File: config.mk
export PLATFORM = sky130hd
export DESIGN_NAME = sdpram_stream_reader
export DESIGN_NICKNAME = d
export VERILOG_FILES = /design/src/rtl/sdpram_stream_reader_pkg.sv /design/src/rtl/sdpram_skid_fifo.sv /design/src/rtl/sdpram_stream_reader.sv
export SDC_FILE = /design/constraint.sdc
export NUM_CORES = 1
export LEC_CHECK = 0
export CORE_MARGIN = 1.5
export CORE_UTILIZATION = 30
export CTS_CLUSTER_DIAMETER = 120
export DETAILED_ROUTE_END_ITERATION = 6
export PLACE_DENSITY = 0.6
export SKIP_CTS_REPAIR_TIMING = 1
export SYNTH_ARGS = -nofsm -noshare
export SYNTH_HDL_FRONTEND = slang
export SYNTH_HIERARCHICAL = 1
export SYNTH_SLANG_ARGS = --single-unit
File: constraint.sdc
create_clock -name clk -period 4.14 [get_ports clk]
set_input_delay 0.828 -clock clk [delete_from_list [all_inputs] [get_ports clk]]
set_output_delay 0.828 -clock clk [all_outputs]
set_load 0.005 [all_outputs]
File: src/rtl/sdpram_stream_reader_pkg.sv
// Shared constants and FSM encoding for the SDP RAM stream reader and the RAM block it reads.
package sdpram_stream_reader_pkg;
    localparam int DEFAULT_DATA_W = 32;
    localparam int DEFAULT_DEPTH  = 16;
    localparam int SKID_DEPTH     = 2;

    typedef enum logic [1:0] {
        IDLE  = 2'd0,
        ISSUE = 2'd1,
        DRAIN = 2'd2
    } state_e;
endpackage

File: src/rtl/sdpram_skid_fifo.sv
// Two-entry synchronous FIFO that parks RAM read data while the stream is stalled.
module sdpram_skid_fifo
    import sdpram_stream_reader_pkg::*;
#(
    parameter int DATA_W = DEFAULT_DATA_W
)(
    input  logic              clk,
    input  logic              rstN,
    input  logic              push,
    input  logic [DATA_W-1:0] pushData,
    input  logic              pop,
    output logic [1:0]        count,
    output logic [DATA_W-1:0] headData
);
    logic [DATA_W-1:0] mem [SKID_DEPTH];
    logic              wrPtr;
    logic              rdPtr;
    logic              doPush;
    logic              doPop;

    assign doPop    = pop && (count != 2'd0);
    // A full FIFO may still accept a push when the head leaves in the same cycle.
    assign doPush   = push && ((count != 2'd2) || doPop);
    assign headData = mem[rdPtr];

    always_ff @(posedge clk or negedge rstN) begin
        if (!rstN) begin
            for (int i = 0; i < SKID_DEPTH; i++) mem[i] <= '0;
            wrPtr <= 1'b0;
            rdPtr <= 1'b0;
            count <= 2'd0;
        end else begin
            if (doPush) begin
                mem[wrPtr] <= pushData;
                wrPtr      <= ~wrPtr;
            end
            if (doPop) rdPtr <= ~rdPtr;
            case ({doPush, doPop})
                2'b10:   count <= count + 2'd1;
                2'b01:   count <= count - 2'd1;
                default: count <= count;
            endcase
        end
    end
endmodule

File: src/rtl/sdpram_stream_reader.sv
// Streams len consecutive RAM words from baseAddr onto a valid/ready stream.
// Optional SDPRAM_STREAM_LOOP_EN adds a loop input that replays the block back to back.
module sdpram_stream_reader
    import sdpram_stream_reader_pkg::*;
#(
    parameter  int DATA_W = DEFAULT_DATA_W,
    parameter  int DEPTH  = DEFAULT_DEPTH,
    localparam int ADDR_W = $clog2(DEPTH),
    parameter  int LEN_W  = ADDR_W + 1
)(
    input  logic              clk,
    input  logic              rstN,
    input  logic              start,
    input  logic [ADDR_W-1:0] baseAddr,
    input  logic [LEN_W-1:0]  len,
`ifdef SDPRAM_STREAM_LOOP_EN
    input  logic              loop,
`endif
    output logic              busy,
    output logic              done,
    output logic              rdEn,
    output logic [ADDR_W-1:0] rdAddr,
    input  logic [DATA_W-1:0] rdData,
    output logic              outValid,
    input  logic              outReady,
    output logic [DATA_W-1:0] outData,
    output logic              outLast
);
    state_e            state;
    state_e            nextState;
    logic [ADDR_W-1:0] baseReg;
    logic [LEN_W-1:0]  lenReg;
    logic [LEN_W-1:0]  lenSat;
    logic [LEN_W-1:0]  lastIdx;
    logic [LEN_W-1:0]  issued;
    logic [LEN_W-1:0]  accepted;
    logic              inFlight;
    logic              loopSel;
    logic              launch;
    logic              handshake;
    logic              finalHs;
    logic              restart;
    logic              doneNext;
    logic [1:0]        bufCount;
    logic [DATA_W-1:0] headData;
    logic              bypass;
    logic              bufPush;
    logic              bufPop;

`ifdef SDPRAM_STREAM_LOOP_EN
    assign loopSel = loop;
`else
    assign loopSel = 1'b0;
`endif

    assign lenSat    = (len > LEN_W'(DEPTH)) ? LEN_W'(DEPTH) : len;
    assign launch    = (state == IDLE) && start && (lenSat != '0);
    assign lastIdx   = lenReg - LEN_W'(1);

    // The word returning from the RAM is offered directly when nothing older is parked,
    // which is what keeps one word per cycle flowing with no backpressure.
    assign outValid  = (bufCount != 2'd0) || inFlight;
    assign outData   = (bufCount != 2'd0) ? headData : (inFlight ? rdData : '0);
    assign outLast   = outValid && (accepted == lastIdx);
    assign handshake = outValid && outReady;
    assign finalHs   = handshake && outLast;
    assign restart   = finalHs && loopSel;

    assign bypass    = inFlight && (bufCount == 2'd0) && outReady;
    assign bufPush   = inFlight && !bypass;
    assign bufPop    = outReady && (bufCount != 2'd0);

    sdpram_skid_fifo #(.DATA_W(DATA_W)) skid (
        .clk      (clk),
        .rstN     (rstN),
        .push     (bufPush),
        .pushData (rdData),
        .pop      (bufPop),
        .count    (bufCount),
        .headData (headData)
    );

    always_ff @(posedge clk or negedge rstN) begin
        if (!rstN) state <= IDLE;
        else       state <= nextState;
    end

    always_comb begin
        nextState = state;
        case (state)
            IDLE:  if (start && (lenSat != '0)) nextState = ISSUE;
            // With len=1 the only word can hand off while still in ISSUE.
            ISSUE: if (finalHs)              nextState = loopSel ? ISSUE : IDLE;
                   else if (issued == lenReg) nextState = DRAIN;
            DRAIN: if (finalHs)              nextState = loopSel ? ISSUE : IDLE;
            default: nextState = IDLE;
        endcase
    end

    always_comb begin
        busy     = (state != IDLE);
        rdEn     = (state == ISSUE) && (issued != lenReg) &&
                   (({1'b0, bufCount} + {2'b00, inFlight}) < 3'd2);
        doneNext = ((state == IDLE) && start && (lenSat == '0)) ||
                   ((state != IDLE) && finalHs && !loopSel);
    end

    always_ff @(posedge clk or negedge rstN) begin
        if (!rstN) begin
            baseReg  <= '0;
            lenReg   <= '0;
            issued   <= '0;
            accepted <= '0;
            rdAddr   <= '0;
            inFlight <= 1'b0;
            done     <= 1'b0;
        end else begin
            done     <= doneNext;
            inFlight <= rdEn;
            if (launch) begin
                baseReg  <= baseAddr;
                lenReg   <= lenSat;
                rdAddr   <= baseAddr;
                issued   <= '0;
                accepted <= '0;
            end else if (restart) begin
                rdAddr   <= baseReg;
                issued   <= '0;
                accepted <= '0;
            end else begin
                if (rdEn) begin
                    rdAddr <= (rdAddr == ADDR_W'(DEPTH - 1)) ? '0 : rdAddr + ADDR_W'(1);
                    issued <= issued + LEN_W'(1);
                end
                if (handshake) accepted <= accepted + LEN_W'(1);
            end
        end
    end
endmodule
==> deck_impl_summary.md, run 1 <==
Implementation Results

Outcome
  • Status: finished clean

Global route
  • Overall Global Routing Usage: 0.1436
  • GR Layer Usage met2: 0.2431
  • Initial antenna violation count: 0

Yosys
  • Nets at Floorplan: 483
  • Ys Warns: 6
  • FF+latch count, synth: roughly 90
  • Post-Synth Simple-Gate Area: 0.1562
  • Compound Share, Synth: 0.03611
  • Top cells by count: dfrtp_1, mux2_2, nand2_1
  • Sequential element share of the synthesized area: 0.4762

Floorplan
  • I/O pin total: about 86
  • FP Core Util: 0.3111
  • Row Count: ~45
  • Core Area: 15370 µm²
  • Die area: 16710 µm²

Hold path
  • Min-delay worst type: reg -> reg

Power and ir drop
  • Sw Ratio: 0.2088
  • NetSw: approximately 0.00035 W
  • Lkg Pwr: between 2 and 3 nW
  • Peak supply drop: 0.1989 mV

Setup path
  • Setup Crit Path Kind: reg -> out

STA
  • Worst Clk Skew: around 0.0061 ns
  • Slew Limit Fails: 0

Placed design
  • Post-Place Cells: slightly above 700
  • Area after DPL: 5841 µm²
  • Setup slack at placement: 0.9988 ns

Cells and area
  • Layout cell share with drive strength beyond 1: 0.2452
  • Diodes inserted: 0
  • # nets final: between 500 and 600

Routing
  • Highest Signal Layer: met4
  • Routed met1 length: 4907 µm
  • 1st-iter DRT viols: 160
  • Metal3 WL: approximately 510 µm

Clock network
  • Clock buffer depth: 2
run 1: power by group through the flow:
stage,Clock [W],Combinational (W),Sequential [W]
after floorplan,0,0.00000216,0.000906
after global placement,0,0.0000728,0.000906
after detailed placement,0,0.0000746,0.000906
after CTS,0.000769,0.0000753,0.000889
after global routing,0.000810,0.0000810,0.000888
final,0.000738,0.0000728,0.000889
run 1: worst paths after layout:
check	start	to	slack, ns	depth (start not counted)
max	lenReg[0]	outLast	0.65	7
min	skid/mem[32]	skid/mem[32]	0.49	1
min reg2reg	skid/mem[32]	skid/mem[32]	0.49	1
max in group asynchronous	rstN	issued[3]	2.67	2
min in group asynchronous	rstN	skid/mem[45]	0.64	1
max reg2reg	skid/count[0]	skid/mem[20]	1.38	6
run 1: sequential cells by signal, summed over array words and instances, names as in the netlist:
| name | count |
|---|---|
| skid/mem | 64 |
| accepted | 5 |
| issued | 5 |
| lenReg | 5 |
| rdAddr | 4 |
| skid/count | 2 |
| state | 2 |
| done | 1 |
| inFlight | 1 |
| skid/rdPtr | 1 |
| skid/wrPtr | 1 |
run 1: worst max-delay path, stage by stage (launching register included):
cell and delay (ns):
dfrtp_1 0.41, inv_1 0.08, ha_1 0.22, or3_1 0.36
a31o_1 0.24, nor4_4 0.34, and2_1 0.17, clkdlybuf4s50_1 0.49
run 1: cells by family (layout without fill, tap and decap cells):
group	Yosys count	count (layout)
buf+inv	29	114
mux	102	102
flops	91	91
simple gates	157	157
compound gates	28	28
fa+ha+maj	5	5
xor+xnor	21	21
run 1: layout make-up:
class | count | area [µm²]
Tap cell | 211 | 264.0
Multi-Input combinational cell | 313 | 2352
Clock inverter | 3 | 15.01
Clock buffer | 12 | 246.5
Sequential cell | 91 | 2277
Inverter | 5 | 18.77
Timing Repair Buffer | 94 | 928.4
Fill cell | 1490 | 9269
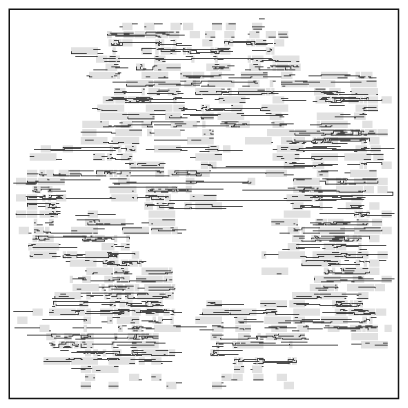
Figure 1: run 1, met1 routing.
Scale: 3 px per µm.
The longest straight run is 47.4 µm. The layer holds 45% of the routed length. The wires run mostly horizontal.

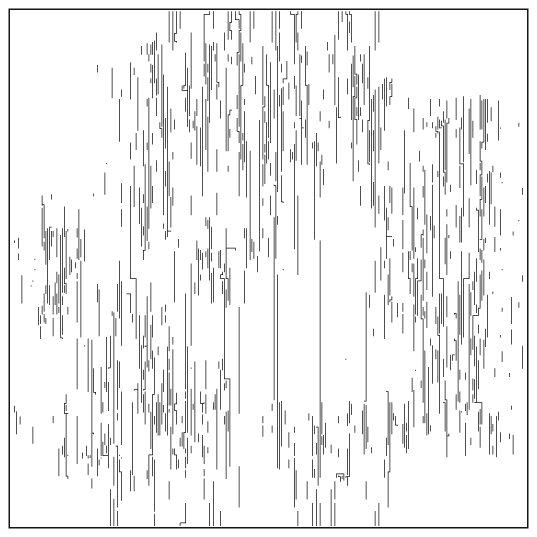
Figure 2: run 1, the metal 2 layer.
Scale: 4 px per µm.
The layer carries 5440 µm of wire. 471 nets have wire on it. The longest straight run is 59.2 µm.

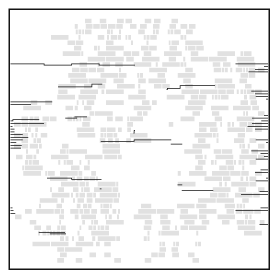
Figure 3: run 1, metal 3.
Scale: 2 px per µm.
The layer holds 4.6% of the routed length. The wires run mostly horizontal.
GRT met3 Usage: 0.03716
via count: 3438
final wirelength: 10960 µm

==> run 2: changes to the inputs <==
PLACE_DENSITY = 0.61   (was 0.6)
clock period = 3.1 ns   (was 4.14 ns; I/O delays follow)
==> deck_impl_summary.md, run 2 <==
Implementation Results

Outcome
  • Status: finished clean

Yosys
  • Top cells by count: dfrtp_1, mux2_2, nand2_1
  • Nets at Floorplan: 483
  • Sequential element share of the synthesized area: 0.4762
  • Ys Warns: 6
  • Ys cells: 433
  • Largest cells by area: dfrtp_1, mux2_2, nand2_1, nand3_1, mux2_4
  • FF+latch count, synth: 91
  • EDFF count, synth: 0

Floorplan
  • Die area: ~17000 µm²
  • FP Core Util: 0.3111
  • Core Area: between 15000 and 20000 µm²
  • Die height: about 130 µm
  • I/O pin total: 86
  • Row Count: between 40 and 50

Cells and area
  • Filler instances: 1488
  • Layout cell share with drive strength beyond 1: 0.2548
  • Most flops, register: skid/mem
  • # nets final: around 570
  • Largest register FFs: roughly 64

Setup path
  • R2r endpoint: skid/mem[62]
  • Worst setup path end: outLast
  • RR Startpoint: skid/count[0]
  • Reg-to-reg setup timing slack: about 0.78 ns
  • Critical Path Source: lenReg[0]
  • Setup Crit Path Kind: reg -> out
  • Worst R2R Path Depth: 6

Power and ir drop
  • Lkg Pwr: roughly 2.9 nW
  • Sw Ratio: 0.2114
  • NetSw: slightly above 0.0005 W

Routing
  • 1st-iter DRT viols: around 170
  • Via count: about 3500

STA
  • Slew Limit Fails: 0
  • Worst Clk Skew: roughly 0.0047 ns

Global route
  • Initial antenna violation count: 0

Clock network
  • TritonCTS Sinks: ~91
  • Clock buffer depth: 2

Placed design
  • Area after DPL: a little under 6000 µm²
-- run 2: final cells by class --
cell class                      count  share of cell area
Timing Repair Buffer               98              0.1588
Clock inverter                      4            0.008281
Sequential cell                    91              0.3676
Tap cell                          211             0.04262
Clock buffer                       11             0.03918
Multi-Input combinational cell    313              0.3805
Inverter                            5            0.003030
-- run 2: routing by layer --
layer,up-vias,wire [µm]
li1,1665,-
met1,1770,5439
met2,59,5458
met3,11,382
met4,0,162
met5,-,0
-- run 2: through the flow --
stage	cells	setup WS, ns
2_1_floorplan	433	0.7592
3_3_place_gp	716	0.2722
3_5_place_dp	716	0.2491
4_1_cts	731	-0.1495
5_1_grt	733	-0.04036
6_report	733	0.04916
-- run 2: cells by family (layout without fill, tap and decap cells) --
logic type,Yosys count,after routing,synth area share
simple gates,157,157,0.1562
mux,102,102,0.2465
flops,91,91,0.4762
buf+inv,29,118,0.03349
compound gates,28,28,0.03611
xor+xnor,21,21,0.03846
fa+ha+maj,5,5,0.01308
-- run 2: worst max-delay path, stage by stage, from the launching register on --
cell	delay [ns]
dfrtp_1	0.41
inv_1	0.08
ha_2	0.20
or3_1	0.37
a31o_1	0.24
nor4_4	0.14
and2_1	0.15
clkdlybuf4s50_1	0.49
-- run 2: power groups by stage --
stage	registers [W]	logic [W]	clock network, W
after floorplan	0.00121	0.00000289	0
after global placement	0.00121	0.0000987	0
after detailed placement	0.00121	0.000102	0
after CTS	0.00119	0.000102	0.00114
after global routing	0.00119	0.000110	0.00120
final	0.00119	0.0000996	0.00110
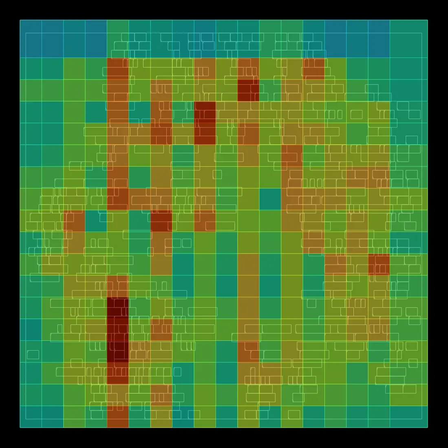
Figure 4: run 2, routing congestion map.
GRT busiest layer: met2
Overall Global Routing Usage: 0.1466
final core occ: 0.4030
GRT met3 Usage: 0.02808
GR Layer Usage met2: 0.2409

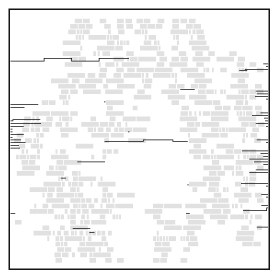
Figure 5: run 2, metal 3.
Scale: 2 px per µm.
The longest straight run is 19.3 µm. 49 nets have wire on it. The layer carries 382 µm of wire. The layer holds 3.3% of the routed length. The wires run mostly horizontal.

Figure 6. Met1 routing (run 2).
Scale: 3 px per µm.
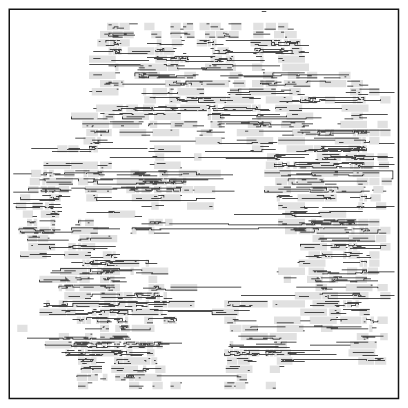

==> run 3: changes to the inputs <==
CAP_MARGIN = 20   (was not set)
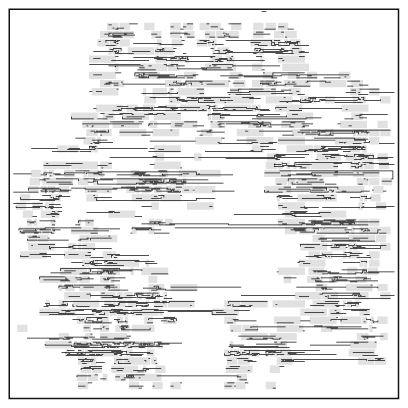
Figure 7: run 3, met1 routing.
Scale: 3 px per µm.
The wires run mostly horizontal. The layer carries 5340 µm of wire. The layer holds 47% of the routed length.

==> deck_impl_summary.md, run 3 <==
Implementation Results

Setup path
  • Worst R2R Path Depth: 6
  • Worst-path cell chain: inv_1 > ha_2 > or3_1 > a31o_1 > nor4_4 > and2_1 > clkdlybuf4s50_1
  • Max stage delay on crit path: 0.49 ns
  • CP max stage cell: clkdlybuf4s50_1
  • R2r endpoint: skid/mem[62]
  • Top Family by Delay on Critical Path: simple AND/OR/NAND/NOR gates
  • Reg-to-reg setup timing slack: just under 0.8 ns

Cells and area
  • Layout cell share with drive strength beyond 1: 0.2562
  • Diodes inserted: 0
  • Register area: ~2300 µm²

Yosys
  • Ys Warns: 6
  • Sequential element share of the synthesized area: 0.4762
  • Post-Synth Simple-Gate Area: 0.1562
  • Nets at Floorplan: between 400 and 500
  • FF+latch count, synth: just over 90
  • Ys cells: approximately 430
  • Post-Synth XOR/XNOR Area: 0.03846
  • Synthesized-area fraction occupied by adder cells: 0.01308
  • Top cells by count: dfrtp_1, mux2_2, nand2_1
  • Post-synth mux share: 0.2465

Global route
  • GR Layer Usage met2: 0.2409
  • GRT met3 Usage: 0.02808
  • GRT busiest layer: met2

Floorplan
  • Core Area: ~15000 µm²

Clock network
  • TritonCTS Sinks: roughly 91

Placed design
  • Area after DPL: between 5000 and 6000 µm²

Outcome
  • Status: finished clean

Routing
  • Met2 wire len: between 5000 and 6000 µm
  • Via count: 3514
  • Routed met1 length: 5337 µm

STA
  • Slew Limit Fails: 0
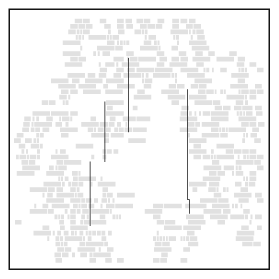
Figure 8: run 3, met4 routing.
Scale: 2 px per µm.
The longest straight run is 54.9 µm. The wires run mostly vertical. The layer carries 161 µm of wire. 2 nets have wire on it. The layer holds 1.4% of the routed length.

## run 3: cell counts after synthesis
No cell type changed its count.
## run 3: logic make-up after synthesis
group,Yosys count
xor+xnor,21
mux,102
buf+inv,29
flops,91
simple gates,157
compound gates,28
fa+ha+maj,5
## run 3: worst max path at each step
| stage | start | end | slack [ns] | cells past startpoint |
|---|---|---|---|---|
| 2_1_floorplan | lenReg[0] | outLast | 0.76 | 6 |
| 3_3_place_gp | lenReg[0] | outLast | 0.27 | 7 |
| 3_5_place_dp | lenReg[0] | outLast | 0.25 | 7 |
| 4_1_cts | lenReg[0] | outLast | -0.15 | 7 |
| 5_1_grt | lenReg[0] | outLast | -0.04 | 7 |
| 6_report | lenReg[0] | outLast | 0.05 | 7 |
## run 3: layout make-up
| cell class | instances | area share |
|---|---|---|
| timing repair buffer | 99 | 0.1598 |
| inverter | 5 | 0.003026 |
| sequential | 91 | 0.3672 |
| clock buffer | 11 | 0.03914 |
| multi-input combinational | 313 | 0.3801 |
| tap | 211 | 0.04257 |
| clock inverter | 4 | 0.008271 |
## run 3: per-stage QoR
stage / hold slack (ns) / worst slack (ns) / instances / TNS (ns)
2_1_floorplan: 0.3244 / 0.7592 / 433 / 0
3_3_place_gp: 0.4656 / 0.2722 / 716 / 0
3_5_place_dp: 0.4843 / 0.2491 / 716 / 0
4_1_cts: 0.2483 / -0.1495 / 731 / -0.1495
5_1_grt: 0.2670 / -0.04036 / 734 / -0.04036
6_report: 0.2442 / 0.05456 / 734 / 0
## run 3: power by group
part,leakage [nW],switching (W),total (W),internal [W]
Sequential,1.21,0,0.00119,0.00119
Combinational,1.53,0.0000460,0.0000997,0.0000537
Clock,0.142,0.000455,0.00110,0.000643
Total,2.88,0.000501,0.00239,0.00188
Power and IR drop assume default switching activity.
